Run 1, M3 wires:
Scale: 6 px per um.
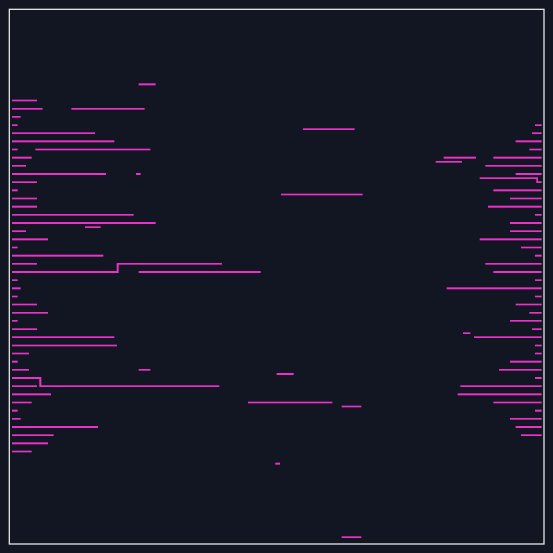
Run 1, routed metal per tile:
Scale: 4 px per um. The die is cut into 18 by 18 equal tiles; black is low, pale yellow is high, scaled to the fullest tile. Values are wire area over tile area, all layers added.
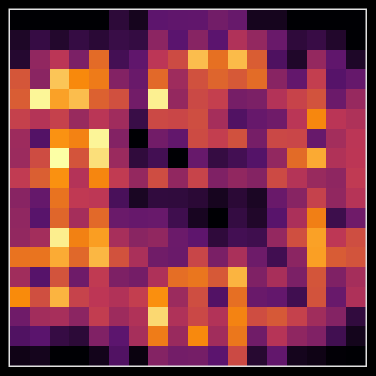
Run 1, routed clock nets over the placement:
Scale: 4 px per um.
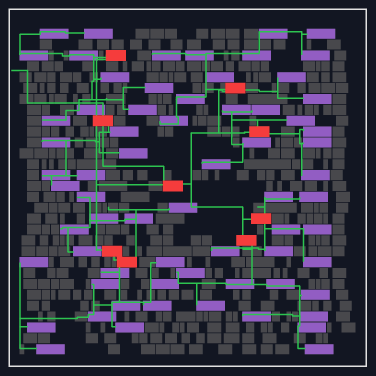
Run 1, sizing map:
Scale: 6 px per um.
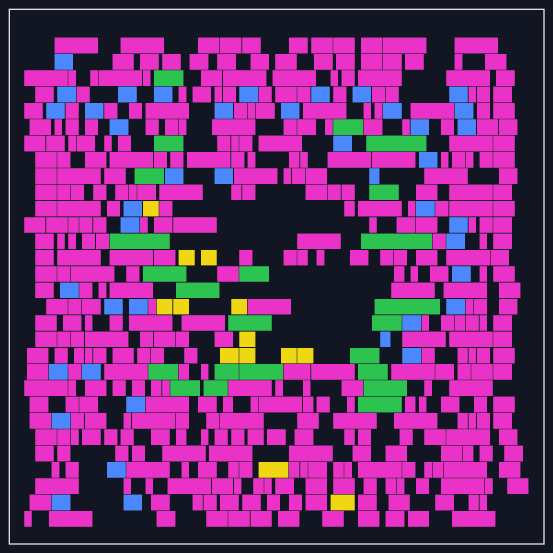
==> config.mk <==
export PLATFORM = sky130hd
export DESIGN_NAME = pipe_stage_reg
export DESIGN_NICKNAME = d
export VERILOG_FILES = /design/src/rtl/pipe_stage_reg.sv
export SDC_FILE = /design/constraint.sdc
export NUM_CORES = 1
export LEC_CHECK = 0
export ABC_AREA = 0
export CORE_MARGIN = 2
export CORE_UTILIZATION = 41
export DETAILED_ROUTE_END_ITERATION = 8
export PLACE_DENSITY = 0.87
export SKIP_LAST_GASP = 1
export SLEW_MARGIN = 15
export SYNTH_ARGS = -nofsm -noshare
export SYNTH_HDL_FRONTEND = slang
export SYNTH_SLANG_ARGS = --single-unit
==> constraint.sdc <==
create_clock -name clk -period 1.6 [get_ports clk]
set_input_delay 0.48 -clock clk [delete_from_list [all_inputs] [get_ports clk]]
set_output_delay 0.48 -clock clk [all_outputs]
set_load 0.02 [all_outputs]
==> flow_summary.json, run 1 <==
{
  "hold_path_class": "flop to flop",
  "edf_count": 0,
  "globalRoute.totalOverflow": 0,
  "comb_cells": 236,
  "wl_met3_um": 635,
  "slowest_delay_ns": 0.42,
  "combPwrFrac_pct": 16.2,
  "ys_sh_mux_pct": 0,
  "fin_cells": 572,
  "synth.distinct_cells": 16,
  "diodes": 0,
  "path_max_fanout": 3,
  "grt_max_degree": 68,
  "fp_nets": 416,
  "nNetsFinal": 543,
  "lay_top_cells": "clkdlybuf4s50_1 (68), dfxtp_1 (67), nand2_1 (66), nand4_1 (66), dlygate4sd2_1 (66)",
  "routed.top_layer": "met4",
  "numCtsBuffers": 9,
  "yosys_area_sq_um": 2950,
  "internal_power_mw": 2.82,
  "combGateArea_sq_um": 1390,
  "nonClkBufAreaFrac_pct": 34.2,
  "ys_sh_xor_pct": 0,
  "dr_wl_met2_um": 4220,
  "tap-cell-count": 96,
  "drive_above_1_share_pct": 16.4,
  "worstPathCellList": "clkdlybuf4s15_1",
  "core_area_sq_um": 6870,
  "htree_levels": 3,
  "pwr_density_cell_nw_per_um2": 815,
  "vias_per_cell": 5.19,
  "ys.flops": 67,
  "simple_gate_area_share_pct": 30.3,
  "sh_comb_area_pct": 30.0,
  "worst_setup_path_end_kind": "output pin",
  "peakVddDrop_v": 0.000546,
  "cts_hold_buf": 0,
  "yosysCellCount": 345,
  "cts.repair.resized": 80,
  "dieArea_sq_um": 7900,
  "crit_family": "flip-flops",
  "status": "finished clean",
  "warnings": 27,
  "synthTopCellsByCount": "dfxtp_1 (67), nand2_1 (66), nand4_1 (66)",
  "lay_top_count": "clkdlybuf4s50_1",
  "synth.top_cell.area_share_pct": 45.4,
  "rsz0062_at_grt": "false",
  "synthTopLogicFamily": "simple AND/OR/NAND/NOR gates",
  "ant_nets": 0,
  "root_buffer": "clkbuf_8",
  "antenna_found_initial": 0,
  "yosysWarningCount": 0,
  "met1_usage_pct": 27.2,
  "cts_tree": "yes",
  "post-cts-setup-buffers": 1,
  "reg2reg_depth": 6,
  "portBuffers": 139,
  "fmax_mhz": 640,
  "die_w_um": 88.9,
  "fp-row-count": 30,
  "drt_iter0_markers": 127,
  "flops": 67
}
About 'M3 wires':
main direction: horizontal
longest straight run: 29.7 um
nets with wire on the layer: 91
share of all routed wire: 7.4%
via count: 2967
DRT Wirelength: 8610 um
grt met3 use: 6.06%

About 'routed metal per tile':
emptiest ninth of the die: center
tiles over half the peak: 32%
densest ninth of the die: west
nearly empty tiles: 5.2%
mean over tiles: 0.18
Total GRT Usage: 21.9%
wire per inst: 15.1 um

About 'routed clock nets over the placement':
[purple] flip-flops | count: 67
[red] clock-net drivers | count: 9
[green] clock wires | length: 877 um
routed clock nets: 10
flops lie: all over the die
Late-Pin Clk Latency: 0.34 ns
Clk pwr share: 38.0%
clk_skew: 0.00910 ns

About 'sizing map':
[yellow] x3 and x4 | cells: 13 | share: 2.7%
[blue] x2 | cells: 42 | share: 8.8%
[magenta] x1 and smaller | cells: 398 | share: 84%
[green] x6 and larger | cells: 23 | share: 4.8%
fin area: 4650 sq um
Layout area overhead: 57.3%
bufs w/o clock: 157
setup ws final: 0.0379 ns

run 1: worst reg2reg max path, delay by kind of cell (launching register included):
family                 cells  cell delay [ns]
AND-OR/OR-AND              1             0.13
buffers and inverters      3             0.47
flip-flops                 1             0.42
AND/OR/NAND/NOR            2             0.30
run 1: through the flow:
stage | instance area [sq um] | util [%] | TNS, ns | hold slack (ns) | power (mW)
floorplan | 2950 | - | 0 | 0.531 | 2.06
global placement | 4400 | 64.0 | -36.21 | 0.444 | 2.37
detailed placement | 4400 | 64.0 | -37.66 | 0.450 | 2.39
CTS | 4620 | 67.3 | -1.20 | 0.458 | 3.82
global route | 4650 | 67.6 | 0 | 0.471 | 3.93
finish | 4650 | 67.6 | 0 | 0.452 | 3.79
--- run 2 (diff from run 1) ---
==> constraint.sdc (replaced) <==
create_clock -name clk -period 1.6 [get_ports clk]
set_input_delay 0.16 -clock clk [delete_from_list [all_inputs] [get_ports clk]]
set_output_delay 0.16 -clock clk [all_outputs]
set_load 0.02 [all_outputs]
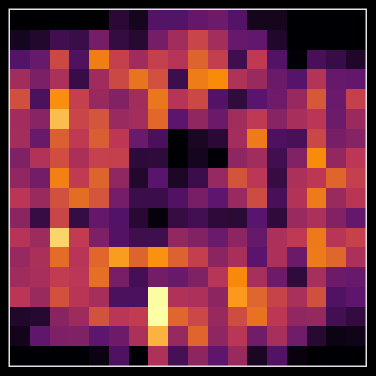
Run 2: routed metal per tile
Scale: 4 px per um. The die is cut into 18 by 18 equal tiles; black is low, pale yellow is high, scaled to the fullest tile. Values are wire area over tile area, all layers added.
tiles over half the peak: 24%
nearly empty tiles: 8.0%
mean over tiles: 0.17
Total GRT Usage: 21.0%
via count: 2886
wire per inst: 14.1 um
DRT Wirelength: 8000 um

==> run 2 against run 1 <==
Compared with the run above:
- routed wire length fell by 7.1%
- total power grew 7.1%
- clock power is 19% higher
- combinational power about the same
- largest cell class unchanged
==> flow_summary.json, run 2 <==
{
  "warnings": 26,
  "dieArea_sq_um": 7900,
  "drive_above_1_share_pct": 14.7,
  "pwr-share-clk_pct": 42.1,
  "hpwl_um": 5460,
  "nNetsFinal": 536,
  "fp-row-count": 30,
  "period_minus_slack_ns": 1.53,
  "gr-usage-met3_pct": 5.69,
  "combPwrFrac_pct": 15.0,
  "pwr_density_cell_nw_per_um2": 870,
  "portBuffers": 139,
  "fin_worst_skew_ns": 0.00659,
  "synth.distinct_cells": 16,
  "place_area_sq_um": 4410,
  "reg2reg_depth": 5,
  "power.total_mw": 4.05,
  "cts_hold_buf": 0,
  "core_area_sq_um": 6870,
  "peakVddDrop_v": 0.000519,
  "globalRoute.totalOverflow": 0,
  "holdWs_ns": 0.288,
  "yosysWarningCount": 0,
  "setup_ws_ns": 0.0738,
  "lay_top_cells": "clkdlybuf4s50_1 (137), dfxtp_1 (67), nand2_1 (66), nand4_1 (66), o21ai_2 (40)",
  "fin_cells": 566,
  "status": "finished clean",
  "edf_count": 0,
  "diodes": 0,
  "ys.flops": 67,
  "seqPwrFrac_pct": 42.9,
  "fin_util_pct": 67.8,
  "synth.top_cell.area_share_pct": 45.4,
  "crit_family": "buffers and inverters",
  "finish.instance_area_sq_um": 4660,
  "yosys_area_sq_um": 2950,
  "period_used_pct": 95.4,
  "antenna_found_initial": 0,
  "insertion_delay_ns": 0.33,
  "hold_path_class": "input pin to flop",
  "timing.setup.tns_ns": 0,
  "fp_nets": 416,
  "path_max_fanout": 3,
  "die_w_um": 88.9,
  "yosysCellCount": 345,
  "fmax_mhz": 655,
  "syn_to_final_growth_pct": 57.7,
  "lay_top_count": "clkdlybuf4s50_1",
  "cts.repair.resized": 0,
  "grt_max_degree": 51,
  "post-cts-setup-buffers": 0,
  "routed.top_layer": "met4",
  "rsz0062_at_grt": "false",
  "root_buffer": "clkbuf_8",
  "worst_setup_path_end_kind": "output pin",
  "met1_usage_pct": 26.2,
  "htree_levels": 3,
  "cts_tree": "yes",
  "wl_met3_um": 599,
  "numCtsBuffers": 9,
  "slowest_delay_ns": 0.63,
  "ant_nets": 0
}
-- run 2: cell counts after synthesis --
No cell type changed its count.
-- run 2: cell families (layout without fill, tap and decap cells) --
kind of cell    after synthesis  in the layout  share of synthesized area, %
compound gates               67             67                          16.5
simple gates                168            168                          30.3
flops                        67             67                          45.4
other cells                   1              1                         0.127
buf+inv                      42            167                          7.62
-- run 2: area by class of cell --
class | count | area [sq um] | area share, %
multi-input cells | 236 | 1390 | 29.9
flip-flops and latches | 67 | 1340 | 28.8
clock buffers | 12 | 145 | 3.11
well taps | 96 | 120 | 2.58
inverters | 1 | 3.75 | 0.0806
clock inverters | 4 | 97.6 | 2.09
repair buffers | 150 | 1560 | 33.5
Power figures rest on the tool's default switching activity, not on a simulated workload.
